Design median5_stream_flat, sky130hd; sources not shown.
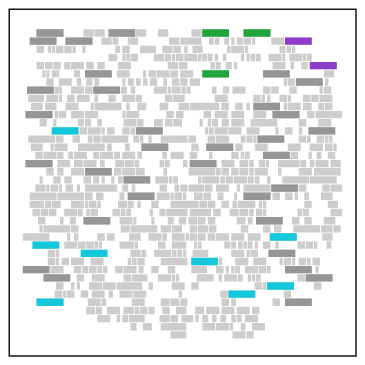
registers.png
(3 px per um)
u_core.r_w3 -> cyan  # flops 8
u_core.fill_level -> green  # flops 3
u_core.r_state -> purple  # flops 2
not coloured = 33
Power Sequential: 0.603 mW
flop share of the area: 0.180

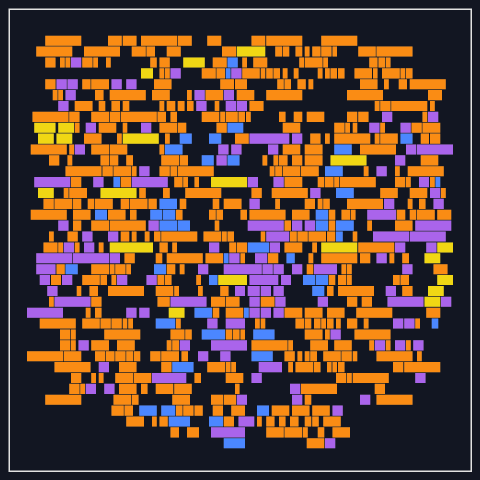
drive_strength.png
(4 px per um)
drive 2 -> blue  # cells 47, most used a21oi_2
drive 1 or less -> orange  # cells 461, most used ha_1
drive 6 and up -> yellow  # cells 21, most used buf_6
drive 3 to 4 -> purple  # cells 128, most used buf_4
area grow syn2layout: 39.1%
Final Cell Area: 0.00638 mm2

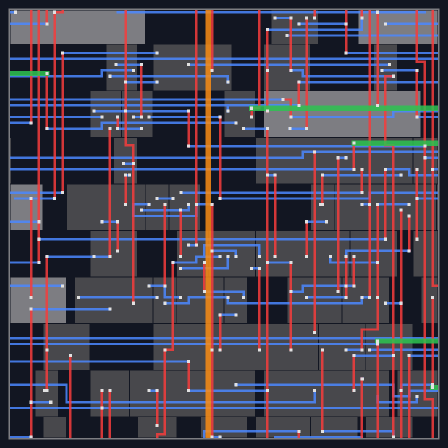
zoom.png
Region (45, 45) to (70, 70) um. Cells in grey, sequential cells in the stronger grey; small squares are vias.
met1 -> blue
met3 -> green
met2 -> red
met4 -> orange
sequential cells in the window = 3
cells with their middle in the window = 39
most frequent = buf_4 (8), inv_1 (4)

==> run summary <==
Max stage delay cell, worst path -> or4b_4
# port buffers -> 25
Share of cells above drive strength 1 -> 0.298
Seq share, synth -> 0.251
Via count -> 4515
Vias in the first global route -> 4618
FF+latch area -> 0.00115 mm2
Clock sinks -> 46
Final wirelength -> 15500 um
Fp util -> 0.416
Syn nets -> 646
FP Rows -> 38
Pre-antenna DRT Iters -> 4
Tot GR Track Use -> 0.244
Hold depth -> 2
Final setup fails -> 8
Die H -> 115 um
Count of final hold-check violations -> 0
CTS max path bufs -> 2
DIE AREA -> 0.0133 mm2
WL per Instance -> 19.4 um
Yosys Chip Area -> 0.00459 mm2
CTS root buf -> clkbuf_16
Fillcell total -> 994
Tightest Hold Check Type -> reg2reg
DP HPWL -> 12200 um
Tmin final -> 3.99 ns
Clock Pin Slew Worst Setup and Hold Paths -> 0.07 ns
Tcrit/Tclk final -> 1.08
Async SR Flop Fraction -> 1.00
Die Wd -> 115 um
Family with the most delay on the worst path -> simple AND/OR/NAND/NOR gates
GRT overflow -> 0
Top_reg_cell synth -> dfrtp_1
Post-synth EDFFs -> 0
Buf/Inv on CP -> 2
Top cell excl fill/tap -> buf_4
Routed Antenna Nets -> 0
Mapped cell area -> 0.00459 mm2
Slew Viols, Final -> 0
Seq cells post-synth -> 46
Area of the multi-input gates -> 0.00356 mm2
Yosys cell count -> 532
Remaining DRCs -> 0
Post-synthesis area per instance -> 8.63 um2
FF-to-FF path depth -> 17
CP arrival -> 4.00 ns
Failing checks -> negative setup slack
VDD IR max -> 0.197 mV
Pleak -> 2.91 nW
Tool Warnings -> 38
Total Power -> 2.42 mW
CP Capture Type -> register
Largest net degree at the start of global routing -> 65
Critical path startpoint category -> primary input
Crit path largest cell delay -> 0.45 ns
First-pass GRT wire length -> 24900 um
Post-synthesis cell type count -> 53
Worst setup margin -> -0.290 ns
Drt first-iter violations -> 201
Actual slew at the worst max-slew pin -> 0.606 ns
Initial antenna violation count -> 0
PD cells -> 379 mW/mm2
Core area -> 0.0110 mm2
Relative slew slack -> 0.595
Max cap viols -> 0
Post-Place Cell Area -> 0.00577 mm2
Crit-path cells -> buf_8 > ha_4 > nor2b_4 > o211ai_1 > a211oi_4 > or2_4 > inv_2 > ha_4 > xnor2_2 > ha_1 > or4b_4 > mux2i_1 > nand2_2 > a21oi_2 > a21oi_2 > a31oi_1
CP required -> 3.71 ns
Status -> finished, violations left
Layout net count -> 770
Setup CP Type -> in2reg
Most instantiated logic cells after routing -> 100 x buf_4, 85 x ha_1, 57 x inv_1
Max Freq -> 251 MHz
# diodes -> 0
Ys Warns -> 0
RSZ-0062 raised after global routing -> yes
Routability cong. -> 0.902
CTS Buf Count -> 5
H-tree depth -> 2
Clk_lat worst skew -> 0.29 ns
TritonCTS clock tree -> done
R2R Setup Slk -> -0.25 ns
Stages on worst setup path -> 16
I/O pin cnt -> 26
stage by stage:
stage | instances | hold WS [ns] | setup TNS, ns | util | setup slack (ns)
after global routing | 797 | 0.390 | -3.07 | 0.579 | -0.401
after global placement | 779 | 0.308 | -10.17 | 0.523 | -1.31
final | 797 | 0.332 | -2.12 | 0.579 | -0.290
after detailed placement | 779 | 0.320 | -10.60 | 0.523 | -1.36
after floorplan | 532 | 0.275 | -2.32 | - | -0.291
after CTS | 793 | 0.337 | -2.07 | 0.565 | -0.283
worst min-delay path, cell delays in order, from the launching register on:
cell and delay (ns):
dfrtp_1 0.38, nand2_1 0.06, o21ai_0 0.06
cells by family after synthesis:
group | share of synthesized area
compound gates | 0.243
xor+xnor | 0.00763
fa+ha+maj | 0.275
buf+inv | 0.0622
flops | 0.251
mux | 0.0153
simple gates | 0.145
Yosys cell counts, drive strengths merged (3+ instances only):
master	count	area, um2
nor4b	3	26.3
dfrtp	46	1150
a22oi	8	60.1
nand4	15	93.8
o31ai	34	255
a21oi	50	250
inv	62	233
a211oi	3	35.0
o211ai	5	37.5
nand2b	8	50.1
nor2	20	75.1
nor3	5	30.0
xnor2	3	26.3
clkbuf	13	48.8
nand3	8	40.0
o21ai	34	185
and3	3	23.8
a31oi	11	75.1
ha	101	1260
nor2b	8	50.1
a21o	7	52.6
mux2i	7	70.1
o21a	4	30.0
nand2	49	184
nand4b	3	26.3
routing by layer:
metal  track usage  part of all wire  vias to the layer above
met5             0                 0                        -
met4        0.0806             0.034                        0
met3        0.0305             0.037                       38
met2         0.412              0.48                      119
met1         0.325              0.45                     2154
li1              -                 -                     2204
power by group:
group	internal (mW)	total, mW	switching, mW
Clock	0.317	0.530	0.213
Combinational	0.633	1.29	0.654
Sequential	0.554	0.603	0.0493
final cells by class:
type | count | area share
clock buffer | 5 | 0.0196
clock inverter | 3 | 0.00627
inverter | 62 | 0.0372
multi-input combinational | 410 | 0.557
sequential | 46 | 0.180
tap | 140 | 0.0274
timing repair buffer | 131 | 0.172
what timing repair did:
item,in CTS,in global routing
hold buffers,0,0
resized,89,26
buffers inserted,6,4
pin swaps,35,33
endpoints found under the setup margin,8,8
Power figures rest on the tool's default switching activity, not on a simulated workload.
